### src/rtl/iref_bank_seq_if.sv
// rtl/iref_bank_seq_if.sv - bus grouping for the multi-channel current-reference sequencer
//
// Purpose: carries the per-channel request levels and the registered
// status/pulse outputs of iref_bank_seq.
// Signals:
//   PU_IREF   [N_CH] power-up level per channel (master -> slave)
//   CAL_IREF  [N_CH] calibration request level per channel (master -> slave)
//   RDY_IREF  [N_CH] channel calibrated and ready (slave -> master)
//   CAL_BUSY  [N_CH] channel calibrating (slave -> master)
//   CAL_DONE  [N_CH] one-cycle pulse as RDY_IREF rises (slave -> master)
//   CAL_ABORT [N_CH] one-cycle pulse when a calibration is abandoned (slave -> master)
//   ALL_RDY          every channel ready (slave -> master)
interface iref_bank_seq_if #(
  parameter int N_CH = 4
);
  logic [N_CH-1:0] PU_IREF;
  logic [N_CH-1:0] CAL_IREF;
  logic [N_CH-1:0] RDY_IREF;
  logic [N_CH-1:0] CAL_BUSY;
  logic [N_CH-1:0] CAL_DONE;
  logic [N_CH-1:0] CAL_ABORT;
  logic            ALL_RDY;

  modport master (
    output PU_IREF,
    output CAL_IREF,
    input  RDY_IREF,
    input  CAL_BUSY,
    input  CAL_DONE,
    input  CAL_ABORT,
    input  ALL_RDY
  );

  modport slave (
    input  PU_IREF,
    input  CAL_IREF,
    output RDY_IREF,
    output CAL_BUSY,
    output CAL_DONE,
    output CAL_ABORT,
    output ALL_RDY
  );
endinterface

### src/rtl/iref_bank_seq.sv
// rtl/iref_bank_seq.sv - power-up / calibration / ready sequencer for N_CH current references
//
// Purpose: each channel runs an IDLE -> CAL -> READY state machine. A channel
// spends exactly SETTLE_CYC cycles in CAL before it reports ready. With
// SERIAL=1 at most one channel calibrates at a time; the lowest-index idle
// requester wins once no channel is calibrating.
// Ports:
//   CLK  clock, all state changes on the rising edge
//   RST  synchronous active-high reset, overrides every input
//   bus  iref_bank_seq_if slave modport (requests in, status/pulses out)
module iref_bank_seq #(
  parameter int N_CH       = 4,
  parameter int SETTLE_CYC = 900,
  parameter int SERIAL     = 0
) (
  input  logic           CLK,
  input  logic           RST,
  iref_bank_seq_if.slave bus
);

  localparam int CNT_W = $clog2(SETTLE_CYC + 1);
  localparam logic [CNT_W-1:0] SETTLE_V = CNT_W'(SETTLE_CYC);

  typedef enum logic [1:0] {
    IDLE  = 2'd0,
    CAL   = 2'd1,
    READY = 2'd2
  } state_t;

  state_t           st_q  [N_CH];
  logic [CNT_W-1:0] cnt_q [N_CH];
  logic [N_CH-1:0]  rdy_q;
  logic [N_CH-1:0]  busy_q;
  logic [N_CH-1:0]  done_q;
  logic [N_CH-1:0]  abort_q;
  logic [N_CH-1:0]  req;
  logic [N_CH-1:0]  grant;
  logic             found;

  assign req = bus.PU_IREF & bus.CAL_IREF;

  // busy_q is high exactly while a channel sits in CAL, so it doubles as the
  // "someone is calibrating" flag. Because it is registered, a channel that
  // leaves CAL on edge k still blocks the grant at edge k.
  always_comb begin
    grant = '0;
    found = 1'b0;
    for (int i = 0; i < N_CH; i++) begin
      if (SERIAL == 0) begin
        grant[i] = 1'b1;
      end else if (!found && (busy_q == '0) && (st_q[i] == IDLE) && req[i]) begin
        grant[i] = 1'b1;
        found    = 1'b1;
      end
    end
  end

  always_ff @(posedge CLK) begin
    if (RST) begin
      for (int i = 0; i < N_CH; i++) begin
        st_q[i]  <= IDLE;
        cnt_q[i] <= '0;
      end
      rdy_q   <= '0;
      busy_q  <= '0;
      done_q  <= '0;
      abort_q <= '0;
    end else begin
      for (int i = 0; i < N_CH; i++) begin
        done_q[i]  <= 1'b0;
        abort_q[i] <= 1'b0;
        if (!bus.PU_IREF[i]) begin
          // Power removal wins over any request; only a live calibration aborts.
          if (st_q[i] == CAL) begin
            abort_q[i] <= 1'b1;
          end
          st_q[i]   <= IDLE;
          cnt_q[i]  <= '0;
          rdy_q[i]  <= 1'b0;
          busy_q[i] <= 1'b0;
        end else begin
          case (st_q[i])
            IDLE: begin
              if (bus.CAL_IREF[i] && grant[i]) begin
                st_q[i]   <= CAL;
                cnt_q[i]  <= CNT_W'(1);
                busy_q[i] <= 1'b1;
              end
            end
            CAL: begin
              if (!bus.CAL_IREF[i]) begin
                st_q[i]    <= IDLE;
                cnt_q[i]   <= '0;
                busy_q[i]  <= 1'b0;
                abort_q[i] <= 1'b1;
              end else if (cnt_q[i] == SETTLE_V) begin
                st_q[i]   <= READY;
                cnt_q[i]  <= '0;
                busy_q[i] <= 1'b0;
                rdy_q[i]  <= 1'b1;
                done_q[i] <= 1'b1;
              end else begin
                cnt_q[i] <= cnt_q[i] + CNT_W'(1);
              end
            end
            READY: begin
              // Calibration requests are ignored until power is dropped.
            end
            default: begin
              st_q[i]   <= IDLE;
              cnt_q[i]  <= '0;
              rdy_q[i]  <= 1'b0;
              busy_q[i] <= 1'b0;
            end
          endcase
        end
      end
    end
  end

  assign bus.RDY_IREF  = rdy_q;
  assign bus.CAL_BUSY  = busy_q;
  assign bus.CAL_DONE  = done_q;
  assign bus.CAL_ABORT = abort_q;
  assign bus.ALL_RDY   = &rdy_q;

endmodule

### src/flat_wrapper.sv
// flat-port wrapper written by rule: the top's interface ports become plain ports
module iref_bank_seq_flat 
#(
  parameter int N_CH       = 4,
  parameter int SETTLE_CYC = 900,
  parameter int SERIAL     = 0
)
  (CLK, RST, bus_PU_IREF, bus_CAL_IREF, bus_RDY_IREF, bus_CAL_BUSY, bus_CAL_DONE, bus_CAL_ABORT, bus_ALL_RDY);
  iref_bank_seq_if #(.N_CH(N_CH)) bus_i ();
  input  logic CLK;
  input  logic RST;
  input wire logic [$bits(bus_i.PU_IREF)-1:0] bus_PU_IREF;
  input wire logic [$bits(bus_i.CAL_IREF)-1:0] bus_CAL_IREF;
  output wire logic [$bits(bus_i.RDY_IREF)-1:0] bus_RDY_IREF;
  output wire logic [$bits(bus_i.CAL_BUSY)-1:0] bus_CAL_BUSY;
  output wire logic [$bits(bus_i.CAL_DONE)-1:0] bus_CAL_DONE;
  output wire logic [$bits(bus_i.CAL_ABORT)-1:0] bus_CAL_ABORT;
  output wire logic [$bits(bus_i.ALL_RDY)-1:0] bus_ALL_RDY;
  assign bus_i.PU_IREF = bus_PU_IREF;
  assign bus_i.CAL_IREF = bus_CAL_IREF;
  assign bus_RDY_IREF = bus_i.RDY_IREF;
  assign bus_CAL_BUSY = bus_i.CAL_BUSY;
  assign bus_CAL_DONE = bus_i.CAL_DONE;
  assign bus_CAL_ABORT = bus_i.CAL_ABORT;
  assign bus_ALL_RDY = bus_i.ALL_RDY;
  iref_bank_seq #(.N_CH(N_CH), .SETTLE_CYC(SETTLE_CYC), .SERIAL(SERIAL)) u_core (.CLK(CLK), .RST(RST), .bus(bus_i));
endmodule
### config.mk
export PLATFORM = sky130hd
export DESIGN_NAME = iref_bank_seq_flat
export DESIGN_NICKNAME = d
export VERILOG_FILES = /design/src/rtl/iref_bank_seq_if.sv /design/src/rtl/iref_bank_seq.sv /design/src/flat_wrapper.sv
export SDC_FILE = /design/constraint.sdc
export NUM_CORES = 1
export LEC_CHECK = 0
export CAP_MARGIN = 10
export CORE_UTILIZATION = 62
export DETAILED_ROUTE_END_ITERATION = 10
export PLACE_DENSITY = 0.81
export RECOVER_POWER = 50
export SLEW_MARGIN = 20
export SYNTH_ARGS = -nofsm -noshare
export SYNTH_HDL_FRONTEND = slang
export SYNTH_SLANG_ARGS = --single-unit
### constraint.sdc
create_clock -name CLK -period 4.1 [get_ports CLK]
set_clock_uncertainty 0.15 [all_clocks]
set_input_delay 0.82 -clock CLK [delete_from_list [all_inputs] [get_ports CLK]]
set_output_delay 0.82 -clock CLK [all_outputs]
set_load 0.01 [all_outputs]
==> impl_metrics.toml <==
# yosys + openroad results
[global_route]
antenna_found_initial = 0

[job]
maxCapViolations = 0

[cells_and_area]
antennaDiodeCount = 0
seq_area_um2 = 1760
inv_count = 16
largest_registers = "u_core.cnt_q (40), u_core.st_q (8)"
mostFrequentLayoutCells = "edfxtp_1, nand3_1, o21ai_0"
drive_gt1_share_pct = 8.06
largest_reg_flops = 40
clock_buffers = 9
n_all_buffers = 26
nMultiInputCombCells = 213
clk_share_pct = 4.08
nNetsFinal = 348

[critical_path]
r2r-end = "u_core.st_q[3][0]"
startpoint_type = "input pin"
crit_type = "in2reg"
cp-end-kind = "register"
arrival_ps = 2760

[yosys]
ys_cells = 302
synth_flops = 64
syn_area_um2 = 3280
yosysTopAreaCellShare_pct = 43.9
synth_chip_area_um2 = 3280
synthAoiAreaFrac_pct = 13.5
ys_types = 35
netlist_instances = 302
async_flop_share_pct = 0

[routing]
vias = 2487
drc = 0
drtIter0Drc = 160
wl_per_cell_um = 16.2
wirelength_um = 6570
dr.pass1.iters = 4

[cts]
cts_sinks = 64
cts_tree = "yes"
holdBufCountCts = 0

[final_timing]
relSlewSlack_pct = 66.6
rsz0062_at_grt = "false"
setup_tns_ps = 0

[run_status]
outcome = "finished clean"
==> power by group <==
part	switching, µW	leakage [µW]	internal [µW]	total [µW]
Clock	232	0.0000804	206	439
Sequential	38.8	0.000691	729	768
Combinational	47.3	0.000542	37.2	84.5
Total	318	0.00131	973	1290
==> stage by stage <==
stage / cells / total power, µW / setup slack (ps) / utilization, % / area [µm²]
floorplan: 302 / 823 / 1810 / - / 3280
global placement: 389 / 860 / 1100 / 70.3 / 3590
detailed placement: 389 / 865 / 1050 / 70.3 / 3590
CTS: 405 / 1290 / 1360 / 73.3 / 3740
global route: 405 / 1330 / 1150 / 73.2 / 3740
finish: 405 / 1290 / 1260 / 73.2 / 3740
==> worst max-delay path, stage by stage <==
cell	delay, ps
dlygate4sd3_1	660
nor2b_1	400
or3b_2	650
a21boi_0	220
met2.png
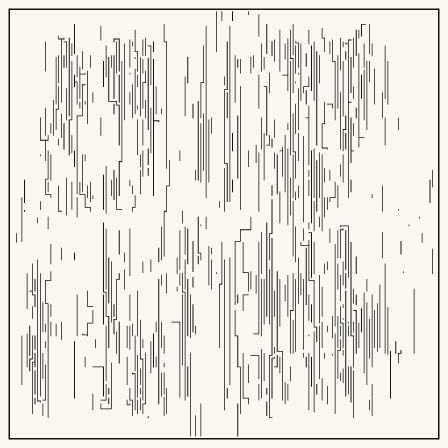
289 nets have wire on it. The wires run mostly vertical. The longest straight run is 30.6 µm. The layer carries 3020 µm of wire. The layer holds 46% of the routed length.

gate_families.png
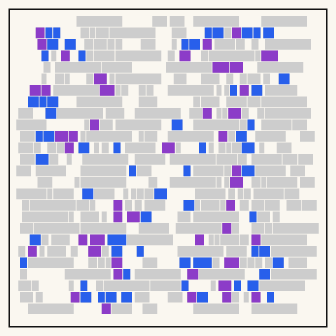
Key: blue = inverting AOI/OAI gates [cells 60, where all over the die]; purple = AND and OR gates [cells 45]

met3.png
Scale bar: 20 µm. Cells faint in the background.
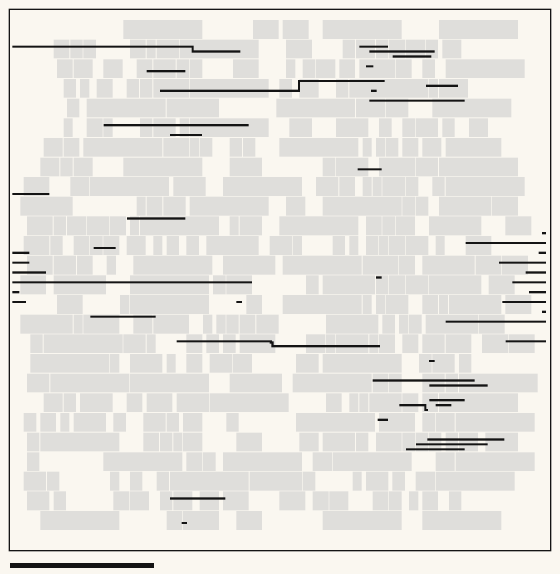
The layer holds 5.3% of the routed length. The longest straight run is 32.9 µm.

met1.png
Scale bar: 20 µm. Supply wires on this layer in gray.
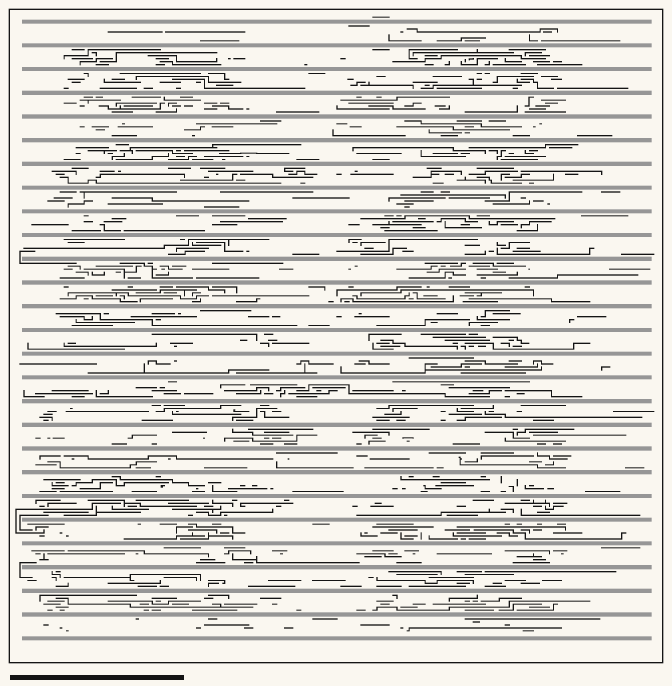
317 nets have wire on it. The layer carries 3090 µm of wire. The longest straight run is 21.2 µm.

Power figures rest on the tool's default switching activity, not on a simulated workload.
